==> images/gates.png <==
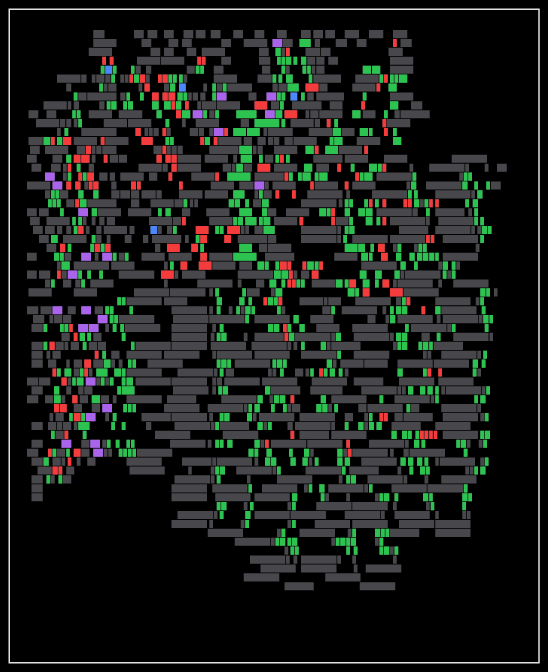
==> images/congestion_map.png <==
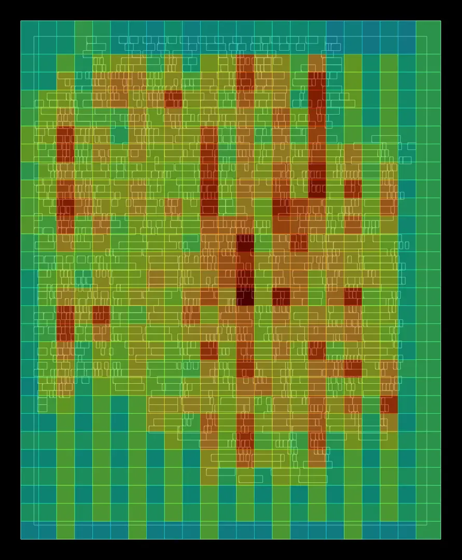
==> images/clock_wires.png <==
Scale bar: 50 um.
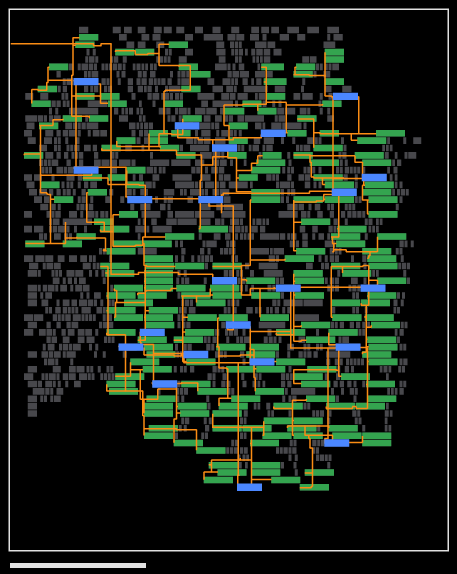
--- src/rtl/fir_output_requantizer.sv ---
// fir_output_requantizer
//   Requantizes the full-precision output of the direct-form FIR filter and
//   buffers it for a downstream consumer.
//   Each valid input is rounded (round-half-up) while being divided by
//   2^SHIFT with an arithmetic shift. The result is then saturated to
//   OUT_WIDTH signed bits and pushed into a DEPTH-entry FIFO that is read
//   through a valid/ready port. Saturated writes and drops caused by a full
//   FIFO are counted for debug.
//
// Ports
//   clk         clock, all logic on posedge
//   reset       synchronous, active-high
//   in_sample   FIR output sample, signed WIDTH bits
//   in_valid    in_sample valid this cycle (the FIR never stalls)
//   out_sample  requantized sample at the FIFO head, signed OUT_WIDTH bits
//   out_valid   FIFO non-empty
//   out_ready   consumer accepts the head entry
//   fifo_count  FIFO occupancy, 0..DEPTH
//   sat_count   saturated samples written to the FIFO (saturating counter)
//   drop_count  samples lost on a full FIFO (saturating counter)
//   overflow    sticky flag, set by the first drop
module fir_output_requantizer #(
  parameter int WIDTH     = 32,
  parameter int OUT_WIDTH = 16,
  parameter int SHIFT     = 15,
  parameter int DEPTH     = 8,
  parameter int CNT_WIDTH = 16
) (
  input  logic                          clk,
  input  logic                          reset,
  input  logic signed [WIDTH-1:0]       in_sample,
  input  logic                          in_valid,
  output logic signed [OUT_WIDTH-1:0]   out_sample,
  output logic                          out_valid,
  input  logic                          out_ready,
  output logic [$clog2(DEPTH):0]        fifo_count,
  output logic [CNT_WIDTH-1:0]          sat_count,
  output logic [CNT_WIDTH-1:0]          drop_count,
  output logic                          overflow
);

  localparam int AW = $clog2(DEPTH);
  localparam int CW = AW + 1;

  // Half an output LSB, added before the shift to round half up.
  localparam logic signed [WIDTH:0] RND =
    (SHIFT > 0) ? ((WIDTH+1)'(1) <<< ((SHIFT > 0) ? (SHIFT - 1) : 0)) : '0;

  // OUT_WIDTH signed limits, expressed in the WIDTH+1 bit working precision.
  localparam logic signed [WIDTH:0] SAT_MAX =
    {{(WIDTH - OUT_WIDTH + 2){1'b0}}, {(OUT_WIDTH - 1){1'b1}}};
  localparam logic signed [WIDTH:0] SAT_MIN =
    {{(WIDTH - OUT_WIDTH + 2){1'b1}}, {(OUT_WIDTH - 1){1'b0}}};

  // One extra bit of headroom, so adding RND to the most positive input
  // cannot wrap negative.
  function automatic logic signed [WIDTH:0] round_shift(
    input logic signed [WIDTH-1:0] x
  );
    logic signed [WIDTH:0] t;
    t = {x[WIDTH-1], x};
    t = t + RND;
    return t >>> SHIFT;
  endfunction

  // Returns {clamped, value}.
  function automatic logic [OUT_WIDTH:0] saturate(
    input logic signed [WIDTH:0] r
  );
    if (r > SAT_MAX) begin
      return {1'b1, SAT_MAX[OUT_WIDTH-1:0]};
    end else if (r < SAT_MIN) begin
      return {1'b1, SAT_MIN[OUT_WIDTH-1:0]};
    end else begin
      return {1'b0, r[OUT_WIDTH-1:0]};
    end
  endfunction

  // ---------------- stage 1: round, shift, saturate ----------------
  logic signed [OUT_WIDTH-1:0] data_p1;
  logic                        sat_p1;
  logic                        vld_p1;

  always_ff @(posedge clk) begin
    if (reset) begin
      vld_p1 <= 1'b0;
    end else begin
      vld_p1 <= in_valid;
    end
  end

  always_ff @(posedge clk) begin
    if (in_valid) begin
      {sat_p1, data_p1} <= saturate(round_shift(in_sample));
    end
  end

  // ---------------- stage 2: FIFO push / pop ----------------
  logic signed [OUT_WIDTH-1:0] mem [DEPTH];
  logic [AW-1:0]               wr_ptr;
  logic [AW-1:0]               rd_ptr;
  logic [AW-1:0]               rd_ptr_nxt;
  logic [CW-1:0]               count_nxt;
  logic                        full;
  logic                        pop;
  logic                        push;
  logic                        drop;

  assign out_valid = (fifo_count != '0);
  assign full      = (fifo_count == CW'(DEPTH));
  assign pop       = out_valid && out_ready;
  // A full FIFO still accepts a write when the head leaves in the same cycle.
  assign push      = vld_p1 && (!full || pop);
  assign drop      = vld_p1 && full && !pop;

  always_comb begin
    rd_ptr_nxt = rd_ptr;
    count_nxt  = fifo_count;
    if (pop) begin
      rd_ptr_nxt = rd_ptr + AW'(1);
    end
    if (push && !pop) begin
      count_nxt = fifo_count + CW'(1);
    end else if (pop && !push) begin
      count_nxt = fifo_count - CW'(1);
    end
  end

  always_ff @(posedge clk) begin
    if (push) begin
      mem[wr_ptr] <= data_p1;
    end
  end

  always_ff @(posedge clk) begin
    if (reset) begin
      wr_ptr     <= '0;
      rd_ptr     <= '0;
      fifo_count <= '0;
      sat_count  <= '0;
      drop_count <= '0;
      overflow   <= 1'b0;
      out_sample <= '0;
    end else begin
      rd_ptr     <= rd_ptr_nxt;
      fifo_count <= count_nxt;
      if (push) begin
        wr_ptr <= wr_ptr + AW'(1);
      end
      if (push && sat_p1 && (sat_count != '1)) begin
        sat_count <= sat_count + CNT_WIDTH'(1);
      end
      if (drop) begin
        overflow <= 1'b1;
        if (drop_count != '1) begin
          drop_count <= drop_count + CNT_WIDTH'(1);
        end
      end
      // Head register holds the entry that will sit at the head after this
      // edge. When the write lands exactly on the new head slot, the RAM
      // still holds stale data, so the incoming sample is forwarded instead.
      // When the FIFO goes empty, the last value is kept.
      if (count_nxt != '0) begin
        if (push && (wr_ptr == rd_ptr_nxt)) begin
          out_sample <= data_p1;
        end else begin
          out_sample <= mem[rd_ptr_nxt];
        end
      end
    end
  end

endmodule

--- config.mk ---
export PLATFORM = sky130hd
export DESIGN_NAME = fir_output_requantizer
export DESIGN_NICKNAME = d
export VERILOG_FILES = /design/src/rtl/fir_output_requantizer.sv
export SDC_FILE = /design/constraint.sdc
export NUM_CORES = 1
export LEC_CHECK = 0
export ABC_AREA = 1
export CORE_ASPECT_RATIO = 1.25
export CORE_MARGIN = 5
export CORE_UTILIZATION = 35
export DETAILED_ROUTE_END_ITERATION = 6
export PLACE_DENSITY = 0.58
export SLEW_MARGIN = 40
export SYNTH_ARGS = -nofsm -noshare
export SYNTH_HDL_FRONTEND = slang
export SYNTH_SLANG_ARGS = --single-unit
--- constraint.sdc ---
create_clock -name clk -period 2.1 [get_ports clk]
set_input_delay 0.42 -clock clk [delete_from_list [all_inputs] [get_ports clk]]
set_output_delay 0.42 -clock clk [all_outputs]
set_load 0.05 [all_outputs]
==> impl_metrics.csv <==
group,metric,value,unit
detailed_routing,routedWlPerCell,15.06,um
place,gp_congestion,0.8343,
clocking,hold_buffers,0,
synthesis,synth_area_per_cell,8.473,um2
critical_path,r2r_setup_slack,0.08,ns
place,dp_cells,1678,
detailed_routing,drc,0,
critical_path,startpoint,"out_sample[3]$_SDFFE_PP0P_",
final_layout,fin_area,13130,um2
critical_path,r2r_end,"out_sample[11]$_SDFFE_PP0P_",
synthesis,yosys.area_share.aoi,2.836,%
final_layout,final_util,46.37,%
global_routing,antenna_found_initial,0,
sta,setup_viol,0,
floorplan,die_y,199.1,um
detailed_routing,vias,8174,
synthesis,adder_share,0.8746,%
synthesis,simple_gate_area_share,28.87,%
synthesis,common_cells,"nand2_1, inv_1, edfxtp_1, nand3_1, nor2_1",
floorplan,pin_count,90,
floorplan,core,28320,um2
clocking,cts_root_buf,"clkbuf_16",
clocking,cts_made_buffers,22,
sta,finalHoldViolations,0,
critical_path,critical_path.top_delay_family,"buffers and inverters",
detailed_routing,drt_iter0_drc,476,
detailed_routing,ant_nets,0,
floorplan,die-width,161.3,um
sta,post-route-min-period,2.050,ns
critical_path,cp.required,1.68,ns
global_routing,grt_pass1_wl,40880,um
sta,holdWs,0.4846,ns
synthesis,yosysTopAreaCellShare,43.48,%
synthesis,ys_sh_xor,2.099,%
detailed_routing,vias_per_cell,4.730,
critical_path,crit_type,"reg2out",
critical_path,arrival,1.63,ns
final_layout,antenna_cells,0,
critical_path,end_kind,"output pin",
clocking,clock-sinks,205,
power,power,19.19,mW
sta,drv_slew,0,
floorplan,placementRows,69,
detailed_routing,wl_met1,10750,um
synthesis,mux_area_share,0,%
critical_path,regToRegStartpoint,"fifo_count[1]$_SDFF_PP0_",
place,pre_cts_slack,-0.5403,ns
final_layout,nets,1401,
sta,post-route-period-util,97.62,%
worst_hold_path,hp-start,"drop_count[4]$_SDFFE_PP0P_",
power,p_leak,5.975,nW
synthesis,edf_count,145,
detailed_routing,top_layer,"met4",
place,post_dp_cell_area,12090,um2
power,max-vdd-ir-drop,725.1,uV
synthesis,top_logic_kind,"simple AND/OR/NAND/NOR gates",
clocking,clk_pin_slew,0.06,ns
sta,relSlewSlack,65.45,%
global_routing,use_met2,28.43,%
synthesis,most_common_cell,"nand2_1",
synthesis,synth_area_leader_cell,"edfxtp_1",
synthesis,ys_seq_share,55.47,%
detailed_routing,route.met2.wl,13200,um
worst_hold_path,worstHoldEndpoint,"drop_count[4]$_SDFFE_PP0P_",
final_layout,area_growth,31.12,%
worst_hold_path,hold_path.class,"reg2reg",
clocking,cts_resized,55,
synthesis,syn-cell-area,10010,um2
detailed_routing,dr_wl_met3,1251,um
critical_path,crit_buf_inv,1,
critical_path,cpPeakStageDelay,0.80,ns
synthesis,syn-num-nets,1225,
synthesis,synth_cell_type_count,33,
clocking,cts_setup_buffers,0,
sta,fmax,487.8,MHz
synthesis,yosys_cells,1182,
critical_path,worstSetupEndpoint,"out_sample[3]",
run,warnings,41,
synthesis,yosys_warnings,0,
global_routing,gr-total-overflow,0,
floorplan,fp_util,35.37,%
run,drv_cap,0,
critical_path,crit_chain,"clkdlybuf4s50_1",
power,power_density,1461,nW/um2
critical_path,startpoint_type,"flop",
sta,fin_setup_tns,0,ns
critical_path,r2r_cells,13,
global_routing,grt_max_degree,33,
final_layout,drive_gt1_share,16.24,%
critical_path,path_depth,1,
detailed_routing,drt_first_pass_iters,5,
synthesis,synthTopCellsByArea,"edfxtp_1, dfxtp_1, nand2_1",
synthesis,async_reset_ff_share,0,%
synthesis,synth-seq-cells,205,
clocking,cts_tree,"done",
floorplan,chipArea,32120,um2
outcome,status,"completed",
clocking,clock_path_buffers,3,
sta,worst_slack,0.05003,ns
sta,tightest_slew,0.5135,ns
worst_hold_path,whs_path_depth,2,
place,port_buffers,75,
global_routing,grt_pass1_vias,7900,
clocking,cts_max_level,1,
critical_path,path_max_fanout,2,
synthesis,ys_area,10010,um2
final_layout,mostFrequentLayoutCells,"nand2_1, inv_1, edfxtp_1, nand3_1, nor2_1",
place,hpwlAfterDp,17160,um
detailed_routing,routed_wirelength,26020,um
synthesis,postSynthCellCount,1182,
synthesis,flop_cell,"edfxtp_1",
critical_path,slowest_stage,"clkdlybuf4s50_1",
Back to the opening pictures, gates.png:
- and/or cells: blue (cells 4)
- nor cells: red (cells 149)
- nand cells: green (cells 498)
- xor and xnor cells: purple (cells 24)
most used logic cell in the final layout: nand2_1
Comb area share: 28.24%
Finished Layout Cells: 1728

Back to the opening pictures, congestion_map.png:
GR Util met1: 19.70%
GR Util met3: 2.063%
GR Util All Layers: 15.82%
most used routing layer: met2

Back to the opening pictures, clock_wires.png:
- flip-flops: green (count 205)
- clock-net drivers: blue (count 22)
- clock wires: orange (length 2650 um)
- routed clock nets: 23
clk_lat worst skew: 0.50 ns
clock power share: 19.7%
Clk. pwr: 3.78 mW
Clock Skew: 0.009538 ns

[power by group]
group / internal, mW / switching (mW)
Combinational: 4.32 / 6.15
Clock: 2.23 / 1.55
Sequential: 4.68 / 0.249
Total: 11.2 / 7.95
[cell type report]
cell class              instances  area [um2]
repair buffers                192        1964
multi-input cells             737        3709
fillers                      2700       15190
clock buffers                  25       583.1
inverters                     200       750.7
well taps                     355       444.2
flip-flops and latches        205        5565
clock inverters                14       115.1
[registers in the layout, indices dropped and copies added (netlist names), 3 cells and up]
signal      count
out_sample     16
rd_ptr          3
sat_count      16
wr_ptr          3
data_p1        16
fifo_count      4
drop_count     16
mem           128
Power and IR drop assume default switching activity.
